Design mips_out_port_flat, sky130hd; sources not shown.
==> run_1/clocks.png <==
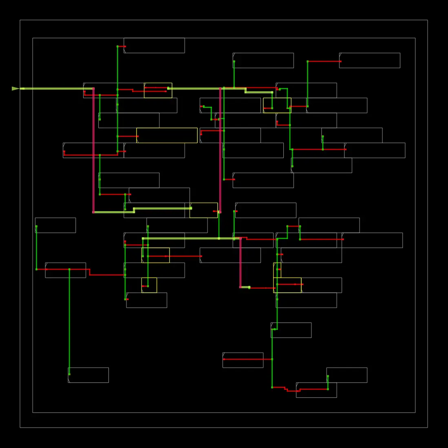
Seq Cell Count: 42
clock buffer count from CTS: 5
clk ins delay skew pair: 290 ps

==> run_1/wires.png <==
Drawn at 4 px/micron.
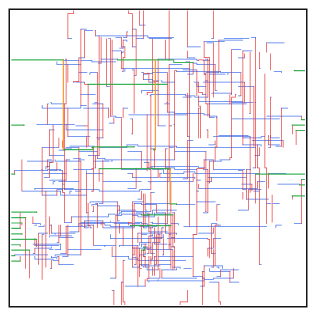
metal 1 -> blue  # wire length 1,380 microns
metal 4 -> orange  # wire length 53.7 microns
metal 2 -> red  # wire length 1,710 microns
metal 3 -> green  # wire length 171 microns
global-route total usage across every layer: 13.8%
total routed wirelength: 3.32 mm
vias after detailed routing: 1,135
routed len/inst: 14.5 microns

==> run_1/layer_met3.png <==
Drawn at 4 px/micron. Cells faint in the background.
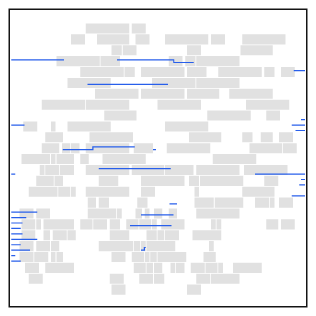
main direction = horizontal
share of all routed wire = 5.1%
longest straight run = 19.8 microns
nets with wire on the layer = 26
wire length on this layer = 171 microns
met3 routing resource usage after global routing: 4.20%

==> results.txt, run 1 <==
Implementation status.

- The flow inserted 67 tap cells.
- The static power due to leakage is 0.791 nW.
- The worst setup path category is in2reg.
- The congestion estimate from routability-driven global placement came to 0.757.
- The largest combinational cell category by area is simple AND/OR/NAND/NOR gates.
- Sequential cells account for 56.8% of the total power.
- The average cell area after synthesis is 15.0 sq um.
- The delay contributed by the slowest stage of the critical path is 520 ps.
- CTS placed an instance of sky130_fd_sc_hd__clkbuf_8 at the clock tree root.
- After routing, the total negative slack on setup checks comes to 0 ps.
- In the final layout, the share of cells above drive strength 1 is 14.9%.
- The clock-net power is 0.231 mW.
- TritonRoute reported its final design rule violation total as 0.
- The report lists the power per cell area as 245 nW/um^2.
- The non-clock buffer total of the final layout is 33.
- The yosys synthesis warning count is 0.
- The OpenROAD warning count is 29.
- The first detailed-routing pass ran for 4 iterations.
- Combinational logic burns 3.8% of the power.
- In the final report, the number of endpoints failing setup comes to 0.
- Nets still carrying antenna violations after routing amount to 0.
- The number of max-capacitance violations reported is 0.
- The final critical path time including I/O delays and setup is 3100 ps.
- For this run, the share of the core covered by cells in the final layout is 50.8%.
- The share of the yosys chip area belonging to registers is 60.8%.
- Non-clock inverters in the final layout number 3.
- After detailed routing, the met3 layer carries 170 microns of wire.
- The slowest cell on the critical path is sky130_fd_sc_hd__or4b_1.
- The number of enable-type register cells in the synthesized netlist is 32.
- The worst setup slack before clock tree synthesis is 2220 ps.
- The post-route clock period utilization is 55.3%.
- The number of nets handed over by synthesis was 152.
- The synthesized netlist devotes 18.9% of its cell area to simple gates.
- The cell taking the most area after synthesis is sky130_fd_sc_hd__edfxtp_1.
- In the detailed route, the total length drawn on met2 is 1.71 mm.
- STA classifies the critical path endpoint as a flip-flop.
- The multi-input gate share of total cell area is 29.3%.
- The run finished with clean final reports.
- The top routing layer in use is met4.
- The layout net count is 185.
- The core footprint is 4720 sq um.
- After filler insertion, the fill cell instance count of the layout stands at 397.
- In the global route stage, met1 resource usage came out at 16.8%.
- The register with the most flip-flops in the layout has 32 of them.
- Checking max transition, the worst relative margin is 60.5%.
- The area share of buffers outside the clock network is 13.8%.
- The flip-flop and latch share of the layout cell area is 48.4%.
- The total instance count after detailed placement is 220.
- STA classifies the critical path startpoint as a primary input.
- The via count of the first global-routing pass was 1,133.
- Sorting the synthesized cells by how often they occur yields sky130_fd_sc_hd__edfxtp_1, sky130_fd_sc_hd__dfxtp_1, sky130_fd_sc_hd__nor2_1, sky130_fd_sc_hd__mux4_2, sky130_fd_sc_hd__and2b_1.
- The number of cell instances after yosys synthesis is 127.
- The biggest power consumer among the groups is sequential cells.
- The number of standard-cell rows in the floorplan is 25.
- The design area is 2400 sq um.
- The number of antenna violations at the first check in global routing is 0.
- In the final layout, clock buffers and inverters account for 4.59% of the cell area.
- The switching power summed over all nets is 0.108 mW.
- The initial cell density of the core is 40.5%.
- The share of async-settable or async-resettable flops after synthesis is 0%.
- Relative to the synthesized area, the layout overhead comes to 25.7%.
- The class of the most critical hold timing path is reg2reg.
- The count of buffers inserted at the top-level ports is 33.
- The vertical die dimension is 74.0 microns.
- The synthesis stats list as the most numerous cell sky130_fd_sc_hd__edfxtp_1.
- The global route stage reports its total congestion overflow as 0.
- Gates resized during post-CTS repair numbered 0.
- The number of diodes is 0.
- The first global-routing pass estimated 5.45 mm of wire.
- The global-route track usage on met2 is 23.4%.
- The worst hold margin is 476 ps.
- The synthesis report lists the most area-consuming cells as sky130_fd_sc_hd__edfxtp_1, sky130_fd_sc_hd__dfxtp_1, sky130_fd_sc_hd__mux4_2.
- The combinational power is 0.0226 mW.
==> run_1/layer_met2.png <==
Drawn at 4 px/micron.
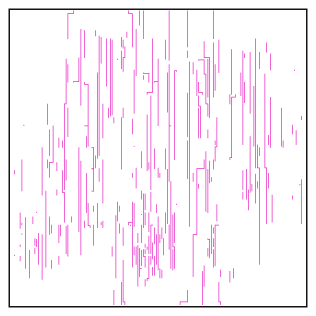

==> run 2: changes to the inputs <==
Clock period 5.6 ns to 2.6 ns, I/O delays scaled along.
==> run_2/layer_met2.png <==
Drawn at 4 px/micron.
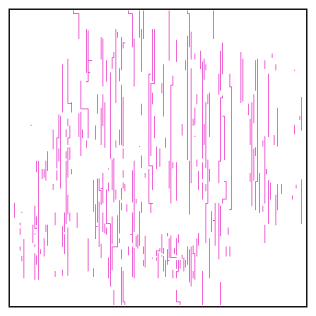
wire length on this layer = 1,730 microns
longest straight run = 30.9 microns
nets with wire on the layer = 169
vias after detailed routing: 1,196
M2 GR Usage: 23.1%
total routed wirelength: 3.39 mm

==> run_2/layer_met3.png <==
Drawn at 4 px/micron. Cells faint in the background.
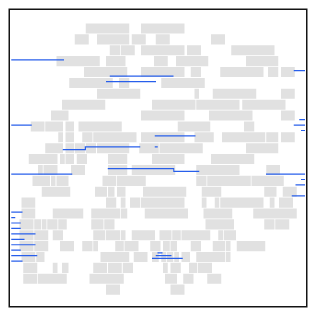
nets with wire on the layer = 26
longest straight run = 16.3 microns
met3 routing resource usage after global routing: 4.34%

==> run_2/clocks.png <==
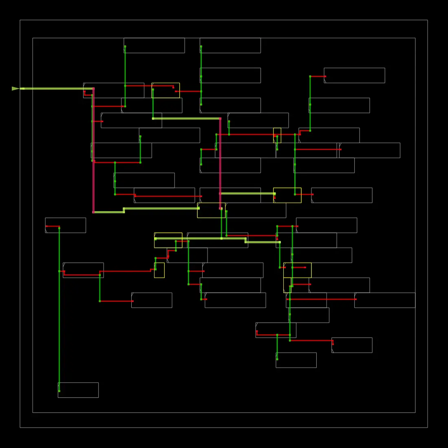
final setup skew: 5.68 ps
count of clock buffers in the final design: 6

==> run 2 against run 1 <==
Total power up 97%. Combinational power is 130% higher. Worst setup slack got worse by 2300 ps. Die size did not move. Flip-flop count stayed put. Count of clock-buffer cells in the layout is the same. Sequential power increased by 120%.
==> results.txt, run 2 <==
Implementation status.

- The post-route clock period utilization is 91.1%.
- The number of cell instances after yosys synthesis came to 127 (unchanged).
- The relative contribution of sequential cells to total power was 62.2% (+5.4 points).
- The tightest slew margin relative to the limit is 65.5% (+5.0 points).
- The clock distribution area overhead in the final layout came to 3.30% (-1.3 points).
- The number of standard-cell rows in the floorplan is 25 (unchanged).
- The area share of buffers outside the clock network is 17.1% (+3.3 points).
- The routed length on met2 is 1.73 mm (+1.1%).
- The non-clock buffer total of the final layout was 45 (+36%).
- On the worst setup and hold paths after CTS, the clock-pin slew comes to 70 ps.
- The clock sink count is 42.
- The main area contributors are sky130_fd_sc_hd__edfxtp_1, sky130_fd_sc_hd__dfxtp_1, sky130_fd_sc_hd__mux4_2.
- The number of buffers on the longest clock path is 2.
- The power density of the placed cells was 471 nW/um^2 (+92%).
- The layout cell share with drive strength beyond 1 is 20.2% (+5.3 points).
- The multi-input gate share of total cell area is 28.6% (-0.73 points).
- The synthesized instance count is 127.
- The number of non-clock inverters is 3 (unchanged).
- The top routing layer in use is met4.
- The switching power summed over all nets came to 0.222 mW (+110%).
- Per the OpenROAD timing report, the critical path contains 4 cells.
- The number of buffers added by the clock tree synthesis step is 5 (unchanged).
- The final-report setup violation count was 0 (unchanged).
- Per the cell usage report, the commonest logic cell in the layout is sky130_fd_sc_hd__clkdlybuf4s50_1.
- The remaining global-route overflow came to 0 (unchanged).
- The count of buffers inserted at the top-level ports is 33 (unchanged).
- The peak fanout along the critical path is 8.
- In this run the register-to-register setup slack is 470 ps.
- The post-synth area from yosys stat is 1910 sq um.
- The area taken by sequential standard cells is reported as 1160 sq um.
- The combinational power is 0.0527 mW (+130%).
- The length of the first detailed-routing pass in iterations was 4 (unchanged).
- The final design utilization is 52.1% (+1.3 points).
- Looking at the critical path, the single cell with the biggest stage delay is sky130_fd_sc_hd__mux4_2.
- The data required time at the worst endpoint is 2210 ps.
- The post-placement cell area is 2380 sq um.
- The simple-gate portion of the synthesized area is 18.9% (unchanged).
- The average wire per standard cell was 14.1 microns (-2.9%).
- The startpoint kind of the worst setup timing path is a flip-flop.
- Leaving out buffers and inverters, the combinational logic in the layout accounts for 704 sq um.
- Entering global routing, the biggest net connects 13 pins.
- After global routing, the most crowded layer is met2.
- The highest clock rate this design can be run at is 422 MHz.
- The layout net count came to 197 (+6.5%).
- The met3 wire length was 180 microns (+5.9%).
- The most frequently used cell type in the post-synthesis netlist is sky130_fd_sc_hd__edfxtp_1.
- The static power due to leakage is 0.843 nW (+6.5%).
- The initial cell density of the core was 40.5% (unchanged).
- The aggregate negative setup slack was 0 ps (unchanged).
- The first-pass GRT wire length came to 5.57 mm (+2.1%).
- The cell sitting at the root of the clock tree is a sky130_fd_sc_hd__clkbuf_8.
- The synthesis run shows the most used standard cells to be sky130_fd_sc_hd__edfxtp_1, sky130_fd_sc_hd__dfxtp_1, sky130_fd_sc_hd__nor2_1, sky130_fd_sc_hd__mux4_2, sky130_fd_sc_hd__and2b_1.
- Looking at the cell usage after synthesis, the top flip-flop cell is sky130_fd_sc_hd__edfxtp_1.
- In the per-layer summary, the met1 wirelength comes to 1.44 mm.
- The I/O pin count is 34.
- The number of diodes came to 0 (unchanged).
- The flip-flop and latch share of the layout cell area is 47.2% (-1.2 points).
- The total routing resource utilization after global routing is 13.9% (+0.11 points).
- The fraction of the mapped netlist area in adder cells is 3.67%.
- The post-synth design cell area is 1910 sq um.
- The count of fill cells added during filler insertion is 401 (+1.0%).
- Yosys shows that the main logic family after synthesis is simple AND/OR/NAND/NOR gates.
- The worst setup slack before clock tree synthesis is 164 ps (-2060 ps).
- The tap cell instance count came to 67 (unchanged).
- The run finished with clean final reports.
- The delay contributed by the slowest stage of the critical path is 510 ps (about the same).
- The core footprint is 4720 sq um (unchanged).
- The clock latency at the later pin of the worst-skew pair is 290 ps (about the same).
- The number of max-capacitance violations reported was 0 (unchanged).
- The cell taking the most area after synthesis is sky130_fd_sc_hd__edfxtp_1.
- The count of buffering cells on the critical path with inverters included is 2.
- The power report lists the sequential group at 0.720 mW.
- The post-cts gate resize count came to 0 (unchanged).
- The share of async-settable or async-resettable flops after synthesis is 0% (unchanged).
- The total instance count after detailed placement is 232 (+5.5%).
- The TritonCTS clock tree is yes.
- The number of remaining DRC errors is 0 (unchanged).
- In the layout the tool counted multi-input logic cells amounting to 75.
- The OpenROAD warning count is 29 (unchanged).
- The largest cell class by area is registers.
- For reference, the critical path cell chain is buf_4 > mux4_2 > and2b_2 > clkdlybuf4s50_1.
- The average cell area after synthesis is 15.0 sq um (unchanged).
- The design area came to 2460 sq um (+2.6%).
- Synthesis instantiated 39 different standard cells from the library.
- The number of sequential storage elements is 42 (unchanged).
- The met1 demand-to-capacity share in global routing is 17.6% (+0.79 points).
- The library cells used most frequently in the layout, excluding fill and tap cells, are sky130_fd_sc_hd__clkdlybuf4s50_1, sky130_fd_sc_hd__edfxtp_1, sky130_fd_sc_hd__buf_4.
- The horizontal die dimension is 74.0 microns.
- The share of the yosys chip area belonging to registers is 60.8% (unchanged).
- The number of setup buffers added after CTS is 0.
- The net switching fraction of the power is 19.2%.
- Across all setup checks in the final design, the least slack found is 232 ps.
- The final weighted congestion of routability-driven global placement is 0.769 (+1.6%).
- The growth of design area from synthesis to finish is 28.9%.
- The number of enable-type register cells in the synthesized netlist is 32 (unchanged).
- The worst hold margin is 478 ps (+1.17 ps).
- The floorplan net count is 152 (unchanged).
- The clock-net power is 0.386 mW (+67%).
- The worst reg-to-reg path cell count is 8.
- Looking at the clock tree report, the H-tree level count equals 2.
- The post-detailed-route via-to-cell ratio is 4.98.
- The yosys synthesis warning count is 0 (unchanged).
- The count of hold buffers inserted by post-cts repair is 0.
- The vertical die dimension is 74.0 microns (unchanged).
- The synthesized netlist devotes 2.42% of its cell area to compound gates.
- The number of antenna violations at the first check in global routing is 0 (unchanged).
- For the finished layout, the period the worst path requires is 2370 ps.
- STA classifies the critical path endpoint as an output port.
- The combinational power share is 4.5% (+0.7 points).
- The number of antenna-violating nets in the routed design is 0 (unchanged).
- For reference, the mux area share after synthesis is 10.5%.
- The number of flip-flops in the largest register came to 32 (unchanged).
- The arrival time reported for the critical path endpoint is 1980 ps.
- The biggest power consumer among the groups is sequential cells.
- The post-layout total power is 1.16 mW.
- The area share of the largest cell type after synthesis is 50.3%.
- The via count of the first global-routing pass is 1,160 (+2.4%).
- Setup repair after global routing left no endpoint under its margin.
- Looking at the setup timing report, the critical path kind is reg2out.
- The tightest min-delay check is of the reg2reg type.
Power and IR drop assume default switching activity.
